### src/rtl/fb_pkg.sv
`default_nettype none
// ==================================================================
// fb_pkg : shared defaults and types for the frame-buffer arbiter
// Rev 1.0
// ==================================================================
package fb_pkg;

  localparam int IMG_W_DEF   = 176;
  localparam int IMG_H_DEF   = 144;
  localparam int H_TOTAL_DEF = 795;
  localparam int V_TOTAL_DEF = 525;
  localparam int ADDR_W_DEF  = 15;
  localparam int FIFO_DEPTH_DEF = 8;
  localparam logic [7:0] BG_COLOR_DEF = 8'h00;

  // Which kind of RAM access the current cycle's slot was used for.
  typedef enum logic {
    SLOT_WRITE = 1'b0,
    SLOT_READ  = 1'b1
  } slot_e;

endpackage
`default_nettype wire

### src/rtl/fb_wr_fifo.sv
`default_nettype none
// ==================================================================
// fb_wr_fifo : synchronous FIFO holding {addr,data} camera writes
// Rev 1.0
// ==================================================================
module fb_wr_fifo #(
  parameter int DEPTH = 8,
  parameter int WIDTH = 23
) (
  input  logic             clk,
  input  logic             rst_n,
  input  logic             push,
  input  logic             pop,
  input  logic [WIDTH-1:0] wdata,
  output logic [WIDTH-1:0] rdata,
  output logic             full,
  output logic             empty
);

  localparam int PTR_W = $clog2(DEPTH);

  logic [WIDTH-1:0] mem_q [DEPTH];
  logic [PTR_W-1:0] wr_ptr_q, wr_ptr_d;
  logic [PTR_W-1:0] rd_ptr_q, rd_ptr_d;
  logic [PTR_W:0]   count_q, count_d;

  assign full  = (count_q == (PTR_W+1)'(DEPTH));
  assign empty = (count_q == '0);
  assign rdata = mem_q[rd_ptr_q];

  always_comb begin
    wr_ptr_d = wr_ptr_q;
    rd_ptr_d = rd_ptr_q;
    count_d  = count_q;
    if (push) wr_ptr_d = wr_ptr_q + PTR_W'(1);
    if (pop)  rd_ptr_d = rd_ptr_q + PTR_W'(1);
    case ({push, pop})
      2'b10:   count_d = count_q + (PTR_W+1)'(1);
      2'b01:   count_d = count_q - (PTR_W+1)'(1);
      default: count_d = count_q;
    endcase
  end

  always_ff @(posedge clk or negedge rst_n) begin
    if (!rst_n) begin
      wr_ptr_q <= '0;
      rd_ptr_q <= '0;
      count_q  <= '0;
    end else begin
      wr_ptr_q <= wr_ptr_d;
      rd_ptr_q <= rd_ptr_d;
      count_q  <= count_d;
    end
  end

  // Storage needs no reset: the pointers alone define what is valid.
  always_ff @(posedge clk) begin
    if (push) mem_q[wr_ptr_q] <= wdata;
  end

endmodule
`default_nettype wire

### src/rtl/fb_arbiter.sv
`default_nettype none
// ==================================================================
// fb_arbiter : VGA read / camera write slot scheduler for one RAM port
// Optional macro FB_STALL_CNT_EN adds the WR_STALL_CNT output. Rev 1.0
// ==================================================================
module fb_arbiter
  import fb_pkg::*;
#(
  parameter int         IMG_W      = IMG_W_DEF,
  parameter int         IMG_H      = IMG_H_DEF,
  parameter int         H_TOTAL    = H_TOTAL_DEF,
  parameter int         V_TOTAL    = V_TOTAL_DEF,
  parameter int         ADDR_W     = ADDR_W_DEF,
  parameter int         FIFO_DEPTH = FIFO_DEPTH_DEF,
  parameter logic [7:0] BG_COLOR   = BG_COLOR_DEF
) (
  input  logic              CLOCK,
  input  logic              RESET_NEG,
  input  logic [9:0]        PIXEL_X,
  input  logic [9:0]        PIXEL_Y,
  output logic [7:0]        PIXEL_COLOR,
  input  logic              CAM_WR_VALID,
  output logic              CAM_WR_READY,
  input  logic [ADDR_W-1:0] CAM_WR_ADDR,
  input  logic [7:0]        CAM_WR_DATA,
  output logic [ADDR_W-1:0] MEM_ADDR,
  output logic              MEM_WE,
  output logic [7:0]        MEM_WDATA,
`ifdef FB_STALL_CNT_EN
  output logic [15:0]       WR_STALL_CNT,
`endif
  input  logic [7:0]        MEM_RDATA
);

  logic [9:0]          nx, ny;
  logic                read_slot;
  logic [ADDR_W-1:0]   rd_addr;
  logic                fifo_full, fifo_empty, fifo_push;
  logic [ADDR_W+7:0]   fifo_head;
  logic [ADDR_W-1:0]   head_addr;
  logic [7:0]          head_data;
  logic [ADDR_W-1:0]   mem_addr_q, mem_addr_d;
  slot_e               in_img_q, in_img_d;
  logic                ready_q, ready_d;

  // Address the pixel after the current one to hide the RAM read latency.
  always_comb begin
    nx = PIXEL_X + 10'd1;
    ny = PIXEL_Y;
    if (PIXEL_X == 10'(H_TOTAL - 1)) begin
      nx = '0;
      ny = (PIXEL_Y == 10'(V_TOTAL - 1)) ? '0 : PIXEL_Y + 10'd1;
    end
  end

  assign read_slot = (nx < 10'(IMG_W)) && (ny < 10'(IMG_H));
  assign rd_addr   = ADDR_W'(ny) * ADDR_W'(IMG_W) + ADDR_W'(nx);
  assign head_addr = fifo_head[ADDR_W+7:8];
  assign head_data = fifo_head[7:0];

  assign MEM_WE       = !read_slot && !fifo_empty;
  assign MEM_WDATA    = MEM_WE ? head_data : 8'h00;
  assign CAM_WR_READY = ready_q && !fifo_full;
  assign fifo_push    = CAM_WR_VALID && CAM_WR_READY;
  assign PIXEL_COLOR  = (in_img_q == SLOT_READ) ? MEM_RDATA : BG_COLOR;
  assign MEM_ADDR     = mem_addr_d;

  // An idle write slot keeps the previous address on the bus.
  always_comb begin
    mem_addr_d = mem_addr_q;
    in_img_d   = read_slot ? SLOT_READ : SLOT_WRITE;
    ready_d    = 1'b1;
    if (!RESET_NEG)      mem_addr_d = '0;
    else if (read_slot)  mem_addr_d = rd_addr;
    else if (!fifo_empty) mem_addr_d = head_addr;
  end

  always_ff @(posedge CLOCK or negedge RESET_NEG) begin
    if (!RESET_NEG) begin
      mem_addr_q <= '0;
      in_img_q   <= SLOT_WRITE;
      ready_q    <= 1'b0;
    end else begin
      mem_addr_q <= mem_addr_d;
      in_img_q   <= in_img_d;
      ready_q    <= ready_d;
    end
  end

  fb_wr_fifo #(
    .DEPTH (FIFO_DEPTH),
    .WIDTH (ADDR_W + 8)
  ) u_wr_fifo (
    .clk   (CLOCK),
    .rst_n (RESET_NEG),
    .push  (fifo_push),
    .pop   (MEM_WE),
    .wdata ({CAM_WR_ADDR, CAM_WR_DATA}),
    .rdata (fifo_head),
    .full  (fifo_full),
    .empty (fifo_empty)
  );

`ifdef FB_STALL_CNT_EN
  logic [15:0] stall_cnt_q, stall_cnt_d;
  logic        frame_end;

  assign frame_end    = (PIXEL_X == 10'(H_TOTAL - 1)) && (PIXEL_Y == 10'(V_TOTAL - 1));
  assign WR_STALL_CNT = stall_cnt_q;

  always_comb begin
    stall_cnt_d = stall_cnt_q;
    if (frame_end)
      stall_cnt_d = '0;
    else if (CAM_WR_VALID && !CAM_WR_READY && (stall_cnt_q != 16'hFFFF))
      stall_cnt_d = stall_cnt_q + 16'd1;
  end

  always_ff @(posedge CLOCK or negedge RESET_NEG) begin
    if (!RESET_NEG) stall_cnt_q <= '0;
    else            stall_cnt_q <= stall_cnt_d;
  end
`endif

endmodule
`default_nettype wire

### config.mk
export PLATFORM = sky130hd
export DESIGN_NAME = fb_arbiter
export DESIGN_NICKNAME = d
export VERILOG_FILES = /design/src/rtl/fb_pkg.sv /design/src/rtl/fb_wr_fifo.sv /design/src/rtl/fb_arbiter.sv
export SDC_FILE = /design/constraint.sdc
export NUM_CORES = 1
export LEC_CHECK = 0
export CORE_MARGIN = 2
export CORE_UTILIZATION = 58
export DETAILED_ROUTE_END_ITERATION = 8
export PLACE_DENSITY_LB_ADDON = 0.3
export SYNTH_ARGS = -nofsm -noshare
export SYNTH_HDL_FRONTEND = slang
export SYNTH_SLANG_ARGS = --single-unit
### constraint.sdc
create_clock -name CLOCK -period 12.4 [get_ports CLOCK]
set_clock_uncertainty 0.2 [all_clocks]
set_input_delay 3.72 -clock CLOCK [delete_from_list [all_inputs] [get_ports CLOCK]]
set_output_delay 3.72 -clock CLOCK [all_outputs]
set_load 0.03 [all_outputs]
final_congestion.png
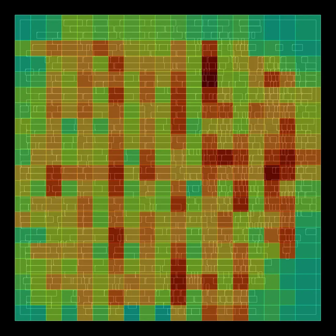
met2 capacity usage during global routing: 42.2%
met3 GRT Util: 3.03%
utilization after layout: 71.8%

metal_stack.png
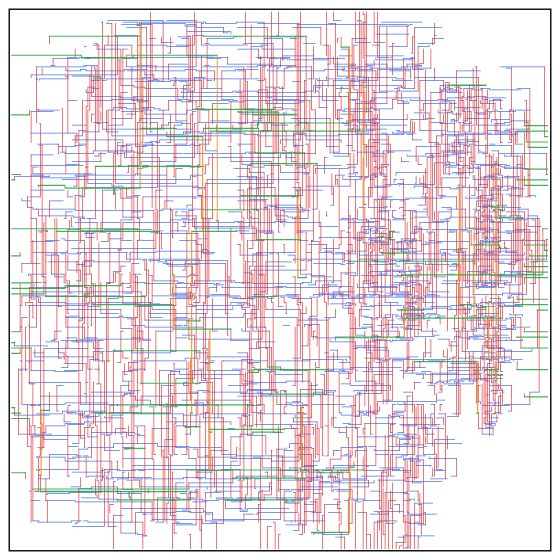
met1 -> blue  # wire length 8560 um
met3 -> green  # wire length 1250 um
met2 -> red  # wire length 11200 um
met4 -> orange  # wire length 461 um
total via count after detailed routing: 6172
Post-Route WL: 21500 um
wire length per cell after detailed routing: 20.7 um
gr usage total: 23.9%

pdn.png
Scale bar: 50 um. Pins as bars on the die edge. Tap cells in grey.
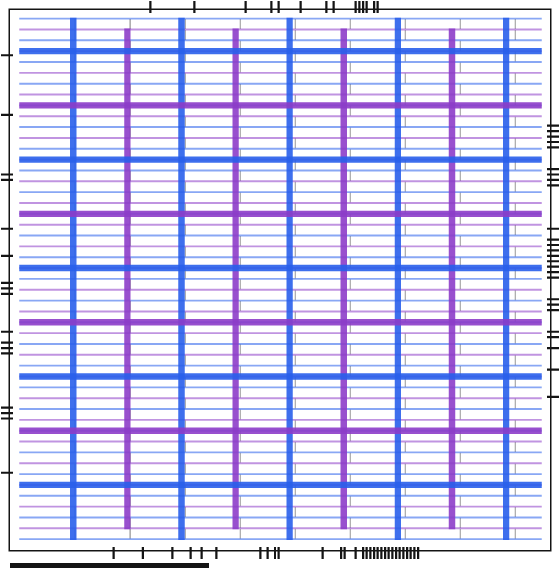
VDD -> purple
VSS -> blue
tap cells = 225
rows = 48
met4 straps = 9
met1 rails = 49
placeable core area: 0.0171 mm^2
worst IR drop on VDD: 0.000167 V
die outline height: 135 um
DIE WIDTH: 135 um

==> qor.tcl <==
set qor(synth_simple_gate_area_share_pct) 7.98
set qor(ys_warn_count) 0
set qor(synth.yosys.chip_area_mm2) 0.0100
set qor(cell_type_group_with_the_largest_total_delay_on_the_critical_path) {adder cells}
set qor(synth.avg_cell_area_um2) 15.1
set qor(critPathKind) {primary input to output port}
set qor(antenna_found_initial) 0
set qor(hold_slack_ns) 0.323
set qor(synth.cellmix.adderShare_pct) 5.84
set qor(synthXorXnorAreaFrac_pct) 2.62
set qor(cts_tree) {yes}
set qor(post_synth_seq_share_pct) 61.9
set qor(slew-limit-headroom_pct) 38.9
set qor(hold_viol_final) 0
set qor(ctsRootBufferMaster) {sky130_fd_sc_hd__clkbuf_16}
set qor(grt_pass1_vias) 6327
set qor(post-route-period-util_pct) 98.8
set qor(finalSetupTns_ns) 0
set qor(timing.critical_path.arrival_ns) 8.33
set qor(top_cell_area_share_pct) 55.1
set qor(hold_buffers) 0
set qor(worst_path_largest_cell_delay_ns) 0.53
set qor(grt_overflow_total) 0
set qor(cts.path.max_buffers) 3
set qor(placement.setup.worst_slack_ns) -0.174
set qor(netlist.top_cell.by_instances) {sky130_fd_sc_hd__edfxtp_1}
set qor(drt_iter0_drc) 427
set qor(vias_per_cell) 5.93
set qor(worst_slew_pin_slew_ns) 0.917
set qor(dominantRegCellSynth) {sky130_fd_sc_hd__edfxtp_1}
set qor(critPathLaunchType) {primary input}
set qor(synth-cells-yosys) 665
set qor(area_enclosed_by_the_die_boundary_mm2) 0.0183
set qor(p_leak_uw) 0.00464
set qor(synth_top_cell_by_area) {sky130_fd_sc_hd__edfxtp_1}
set qor(dominant_logic_cell_types_in_the_final_layout) {184 x sky130_fd_sc_hd__edfxtp_1, 61 x sky130_fd_sc_hd__clkdlybuf4s50_1, 57 x sky130_fd_sc_hd__buf_4, 46 x sky130_fd_sc_hd__mux4_2, 39 x sky130_fd_sc_hd__inv_1}
set qor(post_synth_mux_area_share_pct) 13.9
set qor(layout.nets) 897
set qor(syn-cell-area_mm2) 0.0100
set qor(crit_buf_inv) 5
set qor(io_buffers) 86
set qor(layout.area.seq_mm2) 0.00620
set qor(topCombFamilyByArea) {multiplexers}
set qor(htree_num_levels) 1
set qor(status) {completed}
set qor(worst_setup_end_kind) {output port}
set qor(remaining_antenna_violation_count) 0
set qor(final_critical_path_setup_slack_ns) 0.153
set qor(min_path_type) {flip-flop to flip-flop}
set qor(top_cells_by_count) {184 x sky130_fd_sc_hd__edfxtp_1, 46 x sky130_fd_sc_hd__mux4_2, 44 x sky130_fd_sc_hd__nor2_1}
set qor(maxCapViolCount) 0
set qor(hp-start) {u_wr_fifo.count_q[3]}
set qor(worstReg2RegStart) {u_wr_fifo.count_q[1]}
set qor(detailedPlacementHpwl_um) 13300
cell_classes.png
Scale bar: 50 um.
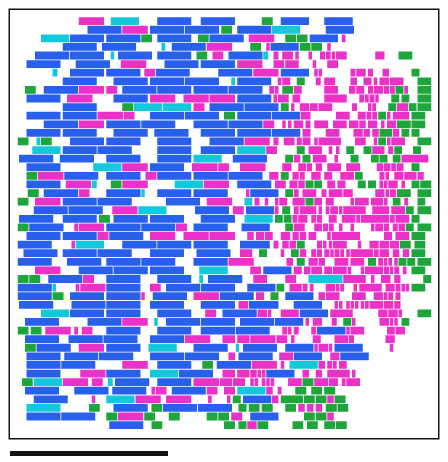
clock drivers and dummy loads -> cyan  # cells 37, share of their area 5.4%
all other logic -> magenta  # cells 428, share of their area 32%
other buffers and delay cells -> green  # cells 139, share of their area 11%
flip-flops -> blue  # cells 211, share of their area 52%
flop share of the area: 50.5%
post-route cell area: 0.0123 mm^2
number of core rows: 48

clock_map.png
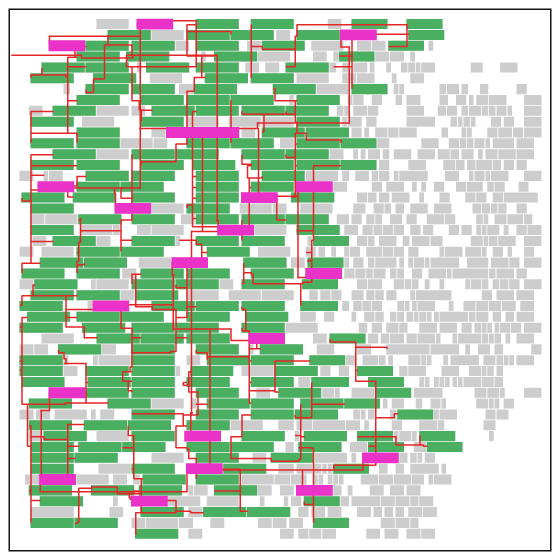
cells driving clock nets -> magenta  # count 21
flip-flops -> green  # count 211
clock wires -> red  # length 2170 um
routed clock nets = 22
clock distribution power: 597 uW
clock network fraction of design power: 24.4%
clock latency of the later-clocked register in the worst-skew pair: 0.49 ns

-- cell type report --
class / count / area share, %
Sequential cell: 211 / 50.5
Timing Repair Buffer: 139 / 10.6
Multi-Input combinational cell: 387 / 30.1
Clock inverter: 14 / 0.926
Tap cell: 225 / 2.29
Clock buffer: 23 / 4.34
Inverter: 41 / 1.25
-- registers in the layout, indices dropped and copies added (netlist names) --
name / count
in_img_q: 1
u_wr_fifo.rd_ptr_q: 3
u_wr_fifo.count_q: 4
ready_q: 1
mem_addr_q: 15
u_wr_fifo.wr_ptr_q: 3
u_wr_fifo.mem_q: 184
-- timing repair --
| action | CTS | global route |
|---|---|---|
| resized | 7 | 35 |
| buffers inserted | 2 | 4 |
| pin swaps | 5 | 14 |
| setup endpoints to repair | 3 | 6 |
-- where the power goes --
part           total [uW]  switching, uW  internal, uW  leakage [uW]
Clock                 597            247           350      0.000316
Combinational         955            522           434       0.00233
Sequential            900           37.0           863       0.00200
Total                2450            806          1650       0.00464
-- final timing paths --
path | endpoint | slack (ns) | cells past startpoint
worst max-delay path | MEM_ADDR[13] | 0.15 | 22
worst min-delay path | u_wr_fifo.count_q[3] | 0.32 | 1
worst max register to register | u_wr_fifo.count_q[3] | 9.04 | 11
worst min register to register | u_wr_fifo.count_q[3] | 0.32 | 1
max in group asynchronous | u_wr_fifo.rd_ptr_q[1] | 8.28 | 2
min in group asynchronous | u_wr_fifo.wr_ptr_q[2] | 3.41 | 2
-- routing by layer --
metal	global-route usage (%)	wire length, um
met1	31.5	8560
met2	42.2	11200
met3	3.03	1250
met4	7.00	461
met5	0	0
-- cells by family after synthesis --
logic type | after synthesis
AOI/OAI and AO/OA | 80
xor gates and xnor gates | 30
buffers and inverters | 67
and+or+nand+nor | 153
muxes | 81
adders and majority gates | 42
other | 1
DFF | 211
No activity file was given, so power comes from the tool's default toggle rates.
